===== config.mk =====
export PLATFORM = sky130hd
export DESIGN_NAME = popcnt_stream_acc_flat
export DESIGN_NICKNAME = d
export VERILOG_FILES = /design/src/rtl/popcnt_stream_acc_pkg.sv /design/src/rtl/popcnt_stream_acc_if.sv /design/src/rtl/popcnt_stream_acc_tree.sv /design/src/rtl/popcnt_stream_acc.sv /design/src/flat_wrapper.sv
export SDC_FILE = /design/constraint.sdc
export NUM_CORES = 1
export LEC_CHECK = 0
export CAP_MARGIN = 20
export CORE_MARGIN = 1
export CORE_UTILIZATION = 40
export CTS_CLUSTER_SIZE = 16
export DETAILED_ROUTE_END_ITERATION = 7
export PLACE_DENSITY_LB_ADDON = 0.1
export SYNTH_ARGS = -nofsm -noshare
export SYNTH_HDL_FRONTEND = slang
export SYNTH_SLANG_ARGS = --single-unit
export TNS_END_PERCENT = 20

===== constraint.sdc =====
create_clock -name clk -period 3.3 [get_ports clk]
set_clock_uncertainty 0.2 [all_clocks]
set_input_delay 0.66 -clock clk [delete_from_list [all_inputs] [get_ports clk]]
set_output_delay 0.66 -clock clk [all_outputs]
set_load 0.005 [all_outputs]

===== src/rtl/popcnt_stream_acc_pkg.sv =====
// Shared mode encodings and elaboration helpers for the streaming popcount accumulator.
package popcnt_pkg;

  localparam logic [1:0] MODE_A   = 2'b00;
  localparam logic [1:0] MODE_AND = 2'b01;
  localparam logic [1:0] MODE_OR  = 2'b10;
  localparam logic [1:0] MODE_XOR = 2'b11;

  // Widest granule granule_pop can count; callers zero-extend narrower slices.
  localparam int GRANULE_MAX = 32;

  function automatic int clog3(input int n);
    int depth;
    int span;
    depth = 0;
    span  = 1;
    while (span < n) begin
      span  = span * 3;
      depth = depth + 1;
    end
    return depth;
  endfunction

  function automatic int sum_width(input int bus_width, input int max_beats);
    return $clog2(bus_width * max_beats + 1);
  endfunction

  function automatic logic [5:0] granule_pop(input logic [GRANULE_MAX-1:0] g);
    logic [5:0] c;
    c = '0;
    for (int i = 0; i < GRANULE_MAX; i++) begin
      c = c + {5'b0, g[i]};
    end
    return c;
  endfunction

endpackage


===== src/rtl/popcnt_stream_acc_if.sv =====
// Beat stream into the accumulator and packet count out of it.
interface popcnt_stream_acc_if
  import popcnt_pkg::*;
#(
  parameter int BUS_WIDTH = 64,
  parameter int MAX_BEATS = 16,
  parameter int SUM_WIDTH = sum_width(BUS_WIDTH, MAX_BEATS)
);

  logic                 i_Valid;
  logic                 i_Last;
  logic [1:0]           i_Mode;
  logic [BUS_WIDTH-1:0] i_VecA;
  logic [BUS_WIDTH-1:0] i_VecB;
  logic                 o_Valid;
  logic [SUM_WIDTH-1:0] o_Sum;
  logic                 o_Overflow;

  modport master (
    output i_Valid, i_Last, i_Mode, i_VecA, i_VecB,
    input  o_Valid, o_Sum, o_Overflow
  );

  modport slave (
    input  i_Valid, i_Last, i_Mode, i_VecA, i_VecB,
    output o_Valid, o_Sum, o_Overflow
  );

endinterface


===== src/rtl/popcnt_stream_acc_tree.sv =====
// Granule LUT counts followed by a pipelined 3:1 adder tree; valid/last ride alongside.
module popcnt_tree
  import popcnt_pkg::*;
#(
  parameter int BUS_WIDTH     = 64,
  parameter int GRANULE_WIDTH = 6,
  localparam int CNT_WIDTH    = $clog2(BUS_WIDTH + 1)
) (
  input  logic                 clk,
  input  logic                 rstn,
  input  logic                 vec_valid,
  input  logic                 vec_last,
  input  logic [BUS_WIDTH-1:0] vec,
  output logic                 cnt_valid,
  output logic                 cnt_last,
  output logic [CNT_WIDTH-1:0] cnt
);

  localparam int NUM_GRANULES = (BUS_WIDTH + GRANULE_WIDTH - 1) / GRANULE_WIDTH;
  localparam int DEPTH        = clog3(NUM_GRANULES);
  localparam int LEAVES       = 3 ** DEPTH;
  localparam int PAD_WIDTH    = LEAVES * GRANULE_WIDTH;
  localparam int NODES        = (3 * LEAVES - 1) / 2;

  // All tree levels live in one flat array; level l starts at lvl_off(l).
  function automatic int lvl_off(input int l, input int leaves);
    int off;
    off = 0;
    for (int k = 0; k < l; k++) begin
      off = off + leaves / (3 ** k);
    end
    return off;
  endfunction

  logic [PAD_WIDTH-1:0] vec_pad;
  logic [CNT_WIDTH-1:0] node_reg [NODES];
  logic [DEPTH:0]       valid_reg;
  logic [DEPTH:0]       last_reg;

  // Granules past the bus are all-zero and count as zero.
  assign vec_pad = PAD_WIDTH'(vec);

  for (genvar gi = 0; gi < LEAVES; gi++) begin : g_granule
    always_ff @(posedge clk) begin
      node_reg[gi] <= CNT_WIDTH'(granule_pop(GRANULE_MAX'(vec_pad[gi*GRANULE_WIDTH +: GRANULE_WIDTH])));
    end
  end

  for (genvar gi = 1; gi <= DEPTH; gi++) begin : g_level
    for (genvar gj = 0; gj < LEAVES / (3 ** gi); gj++) begin : g_node
      localparam int SRC = lvl_off(gi - 1, LEAVES) + 3 * gj;
      localparam int DST = lvl_off(gi, LEAVES) + gj;
      always_ff @(posedge clk) begin
        node_reg[DST] <= node_reg[SRC] + node_reg[SRC+1] + node_reg[SRC+2];
      end
    end
  end

  always_ff @(posedge clk or negedge rstn) begin
    if (!rstn) begin
      valid_reg <= '0;
      last_reg  <= '0;
    end else begin
      valid_reg[0] <= vec_valid;
      last_reg[0]  <= vec_last;
      for (int k = 1; k <= DEPTH; k++) begin
        valid_reg[k] <= valid_reg[k-1];
        last_reg[k]  <= last_reg[k-1];
      end
    end
  end

  assign cnt_valid = valid_reg[DEPTH];
  assign cnt_last  = last_reg[DEPTH];
  assign cnt       = node_reg[NODES-1];

endmodule


===== src/rtl/popcnt_stream_acc.sv =====
// Streaming popcount accumulator: mode-combine stage, popcount tree, per-packet accumulate
// stage with beat counting and overflow flag.
module popcnt_stream_acc
  import popcnt_pkg::*;
#(
  parameter int BUS_WIDTH     = 64,
  parameter int GRANULE_WIDTH = 6,
  parameter int MAX_BEATS     = 16
) (
  input logic                clk,
  input logic                rstn,
  popcnt_stream_acc_if.slave bus
);

  localparam int SUM_WIDTH  = sum_width(BUS_WIDTH, MAX_BEATS);
  localparam int CNT_WIDTH  = $clog2(BUS_WIDTH + 1);
  localparam int BEAT_WIDTH = $clog2(MAX_BEATS + 2);
  localparam logic [BEAT_WIDTH-1:0] BEAT_MAX = BEAT_WIDTH'(MAX_BEATS);
  localparam logic [BEAT_WIDTH-1:0] BEAT_SAT = BEAT_WIDTH'(MAX_BEATS + 1);

  logic [BUS_WIDTH-1:0]  comb_next;
  logic [BUS_WIDTH-1:0]  comb_reg;
  logic                  s0_valid_reg;
  logic                  s0_last_reg;
  logic                  cnt_valid;
  logic                  cnt_last;
  logic [CNT_WIDTH-1:0]  cnt;
  logic [SUM_WIDTH-1:0]  acc_reg;
  logic [SUM_WIDTH-1:0]  acc_next;
  logic [BEAT_WIDTH-1:0] beats_reg;
  logic [BEAT_WIDTH-1:0] beats_next;
  logic                  first_reg;
  logic                  valid_reg;
  logic [SUM_WIDTH-1:0]  sum_reg;
  logic                  ovf_reg;

  always_comb begin
    comb_next = bus.i_VecA;
    case (bus.i_Mode)
      MODE_AND: comb_next = bus.i_VecA & bus.i_VecB;
      MODE_OR:  comb_next = bus.i_VecA | bus.i_VecB;
      MODE_XOR: comb_next = bus.i_VecA ^ bus.i_VecB;
      default:  comb_next = bus.i_VecA;
    endcase
  end

  always_ff @(posedge clk or negedge rstn) begin
    if (!rstn) begin
      s0_valid_reg <= 1'b0;
      s0_last_reg  <= 1'b0;
    end else begin
      s0_valid_reg <= bus.i_Valid;
      s0_last_reg  <= bus.i_Valid & bus.i_Last;
    end
  end

  always_ff @(posedge clk) begin
    comb_reg <= comb_next;
  end

  popcnt_tree #(
    .BUS_WIDTH     (BUS_WIDTH),
    .GRANULE_WIDTH (GRANULE_WIDTH)
  ) u_tree (
    .clk       (clk),
    .rstn      (rstn),
    .vec_valid (s0_valid_reg),
    .vec_last  (s0_last_reg),
    .vec       (comb_reg),
    .cnt_valid (cnt_valid),
    .cnt_last  (cnt_last),
    .cnt       (cnt)
  );

  always_comb begin
    acc_next   = (first_reg ? '0 : acc_reg) + SUM_WIDTH'(cnt);
    beats_next = (beats_reg == BEAT_SAT) ? beats_reg : beats_reg + BEAT_WIDTH'(1);
  end

  // sum_reg/ovf_reg only move on a packet's last beat so they hold between pulses.
  always_ff @(posedge clk or negedge rstn) begin
    if (!rstn) begin
      acc_reg   <= '0;
      beats_reg <= '0;
      first_reg <= 1'b1;
      valid_reg <= 1'b0;
      sum_reg   <= '0;
      ovf_reg   <= 1'b0;
    end else begin
      valid_reg <= 1'b0;
      if (cnt_valid) begin
        if (cnt_last) begin
          acc_reg   <= '0;
          beats_reg <= '0;
          first_reg <= 1'b1;
          valid_reg <= 1'b1;
          sum_reg   <= acc_next;
          ovf_reg   <= (beats_next > BEAT_MAX);
        end else begin
          acc_reg   <= acc_next;
          beats_reg <= beats_next;
          first_reg <= 1'b0;
        end
      end
    end
  end

  assign bus.o_Valid    = valid_reg;
  assign bus.o_Sum      = sum_reg;
  assign bus.o_Overflow = ovf_reg;

endmodule


===== src/flat_wrapper.sv =====
// flat-port wrapper written by rule: the top's interface ports become plain ports
module popcnt_stream_acc_flat import popcnt_pkg::*;
#(
  parameter int BUS_WIDTH     = 64,
  parameter int GRANULE_WIDTH = 6,
  parameter int MAX_BEATS     = 16
)
  (clk, rstn, bus_i_Valid, bus_i_Last, bus_i_Mode, bus_i_VecA, bus_i_VecB, bus_o_Valid, bus_o_Sum, bus_o_Overflow);
  popcnt_stream_acc_if #(.BUS_WIDTH(BUS_WIDTH), .MAX_BEATS(MAX_BEATS)) bus_i ();
  input logic clk;
  input logic rstn;
  input wire logic [$bits(bus_i.i_Valid)-1:0] bus_i_Valid;
  input wire logic [$bits(bus_i.i_Last)-1:0] bus_i_Last;
  input wire logic [$bits(bus_i.i_Mode)-1:0] bus_i_Mode;
  input wire logic [$bits(bus_i.i_VecA)-1:0] bus_i_VecA;
  input wire logic [$bits(bus_i.i_VecB)-1:0] bus_i_VecB;
  output wire logic [$bits(bus_i.o_Valid)-1:0] bus_o_Valid;
  output wire logic [$bits(bus_i.o_Sum)-1:0] bus_o_Sum;
  output wire logic [$bits(bus_i.o_Overflow)-1:0] bus_o_Overflow;
  assign bus_i.i_Valid = bus_i_Valid;
  assign bus_i.i_Last = bus_i_Last;
  assign bus_i.i_Mode = bus_i_Mode;
  assign bus_i.i_VecA = bus_i_VecA;
  assign bus_i.i_VecB = bus_i_VecB;
  assign bus_o_Valid = bus_i.o_Valid;
  assign bus_o_Sum = bus_i.o_Sum;
  assign bus_o_Overflow = bus_i.o_Overflow;
  popcnt_stream_acc #(.BUS_WIDTH(BUS_WIDTH), .GRANULE_WIDTH(GRANULE_WIDTH), .MAX_BEATS(MAX_BEATS)) u_core (.clk(clk), .rstn(rstn), .bus(bus_i));
endmodule

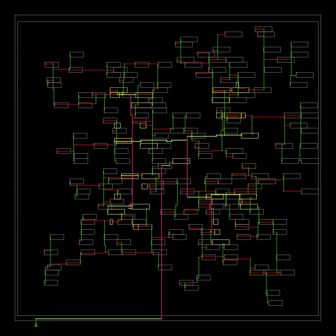
Figure 1: clock routing.
Seq cells: 174
clk sinks: 174
Late-Pin Clk Latency: 0.42 ns
Clk power: 1.94 mW

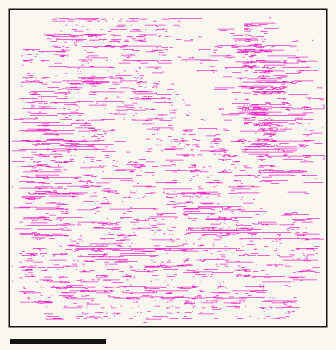
Figure 2: the metal 1 layer.
Bar = 50 um.
longest straight run: 83.3 um
wire length on this layer: 8000 um
nets with wire on the layer: 1288

==> results.txt <==
run metrics: CTS clock-pin slew for the worst setup and hold paths=about 0.070 ns, CTS Buffer Depth=2, worst slew margin relative to its limit=0.398, syn_nets=roughly 1300, initial antenna violation count=0, GPL Wtd Cong=a little under 0.8, H-tree depth=4, Leakage=about 6.5 nW, RSZ-0062 raised after global routing=no, largest net degree at the start of global routing=approximately 45, crit-path leading delay family=simple AND/OR/NAND/NOR gates, worst min path class=flop to flop, Top Layout Cells=inv_1 (319), ha_1 (170), clkdlybuf4s50_1 (143), Commonest cells post-synth=inv_1 (319), ha_1 (170), dfxtp_1 (134), mux4_2 (64), fa_1 (52), Logic cell area=approximately 5500 um^2, dominant logic cell type in the layout=inv_1, Die X=around 160 um, Max Clock Freq=around 0.38 GHz, placed insts=around 1400, post-route ant nets=0, vias in the first global route=6785, layout cells sized above 1=0.0958, Post-synth area hogs=dfxtp_1 (26%), ha_1 (20%), mux4_2 (14%), inv_1 (11%), fa_1 (9.9%), Critical Path Max Stage Delay=approximately 0.53 ns, Worst Path Required=3.45 ns, Yosys top cell by instances=inv_1, CTS tree=done, grt total ovfl=0, Final Power=approximately 8 mW, hold buffer count at cts=0, Avg Inst Size Synth=11.1 um^2, Worst EP arrival=roughly 2.8 ns, area grow syn2layout=22.8%, slowest CP cell=or4_1, Final Hold Vio Count=0, crit-path cells=nor2_1, ha_1, inv_1, fa_1, nand2b_1, a21oi_2, o221ai_2, or4_1, nand3_1, global-route wire length before repair=slightly above 30000 um, hpwl dp=between 10000 and 15000 um, setup_tns=0 ns, ys async rst share=0.230, Final min period=roughly 2.7 ns, OpenROAD warnings=91, count of input and output buffers=146, Worst IR Drop VDD=468 uV, Chip Area, Yosys=~11000 um^2, Yosys top cell area share=0.255, all-layer global routing usage=0.144, Critical Path Source Type=flop, final hold slack=around 0.13 ns, final worst slack=~0.63 ns, count of cell types in the netlist=approximately 40, FP Rows=just under 60, Post-DP Area=roughly 12000 um^2, Final Util=0.507, DRC viols=0, Mapped Cells=between 900 and 1000, Avg WL per Cell=between 10 and 15 um, Seq share, synth=0.351, Post-Syn Area=around 11000 um^2, Yosys Instances=between 900 and 1000, Die Area=~27000 um^2, Final setup viols=0, Final Cell Area=12900 um^2, total wire length=17200 um, P per Cell Area=635 nW/um^2, Synth area leader=dfxtp_1, Via density=~4.4, CTS Buf Count=17, FP Core Util=0.413, Top FF cell, synth=dfxtp_1, # Max-Cap Violations=0, number of diodes=0, total core area=around 25000 um^2, outcome=finished clean, Post-Layout Cell Count=1436, Post-synth EDFFs=0, Setup WS pre-CTS=0.673 ns, TritonRoute pass-1 iters=4, Post-synth regs=around 170, Worst-Margin Slew=0.903 ns, FILL cells=2349, fin. max-slew vios=0, Crit path buffers/inverters=1, FF+latch area=approximately 3700 um^2, Critical Path Fanout Max=13, die height=roughly 160 um, CP endpoint kind=flop, nets=1449, synth warn=0, CP Class=flop to flop, drt initial violations=about 220, Root Driver=clkbuf_16, # Post-CTS Setup Buffers=0, # resized after CTS=0, max FFs per register=about 70, I/O Pins=~150, post-route clock period utilization=0.808, Vias=about 6400
==> metal layers <==
layer  share of wire  wire (um)  GRT usage  up-vias
met3           0.025        438     0.0250       12
met2            0.50       8550      0.249       86
met5               0          0          0        -
met1            0.47       8000      0.183     3050
met4           0.011        197     0.0417        0
li1                -          -          -     3225
==> path summary, 6_finish.rpt <==
| kind | startpoint | to | slack, ns | cells after the start |
|---|---|---|---|---|
| hold reg to reg | u_core.u_tree.node_reg[3][42] | u_core.u_tree.node_reg[4][35] | 0.13 | 0 |
| setup / recovery | u_core.first_reg | u_core.acc_reg[10] | 0.63 | 9 |
| setup reg to reg | u_core.first_reg | u_core.acc_reg[10] | 0.63 | 9 |
| max in group asynchronous | rstn | u_core.u_tree.valid_reg[0] | 2.16 | 1 |
| hold / removal | u_core.u_tree.node_reg[3][42] | u_core.u_tree.node_reg[4][35] | 0.13 | 0 |
| min in group asynchronous | rstn | u_core.bus.o_Sum[3] | 0.17 | 1 |
==> area by class of cell <==
class	instances	area share
inverter	319	0.0928
clock buffer	21	0.0365
sequential	174	0.285
tap	330	0.0320
clock inverter	11	0.00834
timing repair buffer	149	0.116
multi-input combinational	432	0.429
==> power by group <==
| part | internal (mW) | switching (mW) |
|---|---|---|
| sequential | 2.80 | 0.304 |
| clock | 1.11 | 0.824 |
| combinational | 1.60 | 1.56 |
| total | 5.52 | 2.69 |
==> kinds of logic (layout without fill, tap and decap cells) <==
family	after synthesis	in the layout	share of synthesized area
buf+inv	339	500	0.123
fa+ha+maj	222	222	0.301
flops	174	174	0.351
mux	65	65	0.138
compound gates	64	64	0.0396
simple gates	60	60	0.0298
xor+xnor	21	21	0.0175
No activity file was given, so power comes from the tool's default toggle rates.
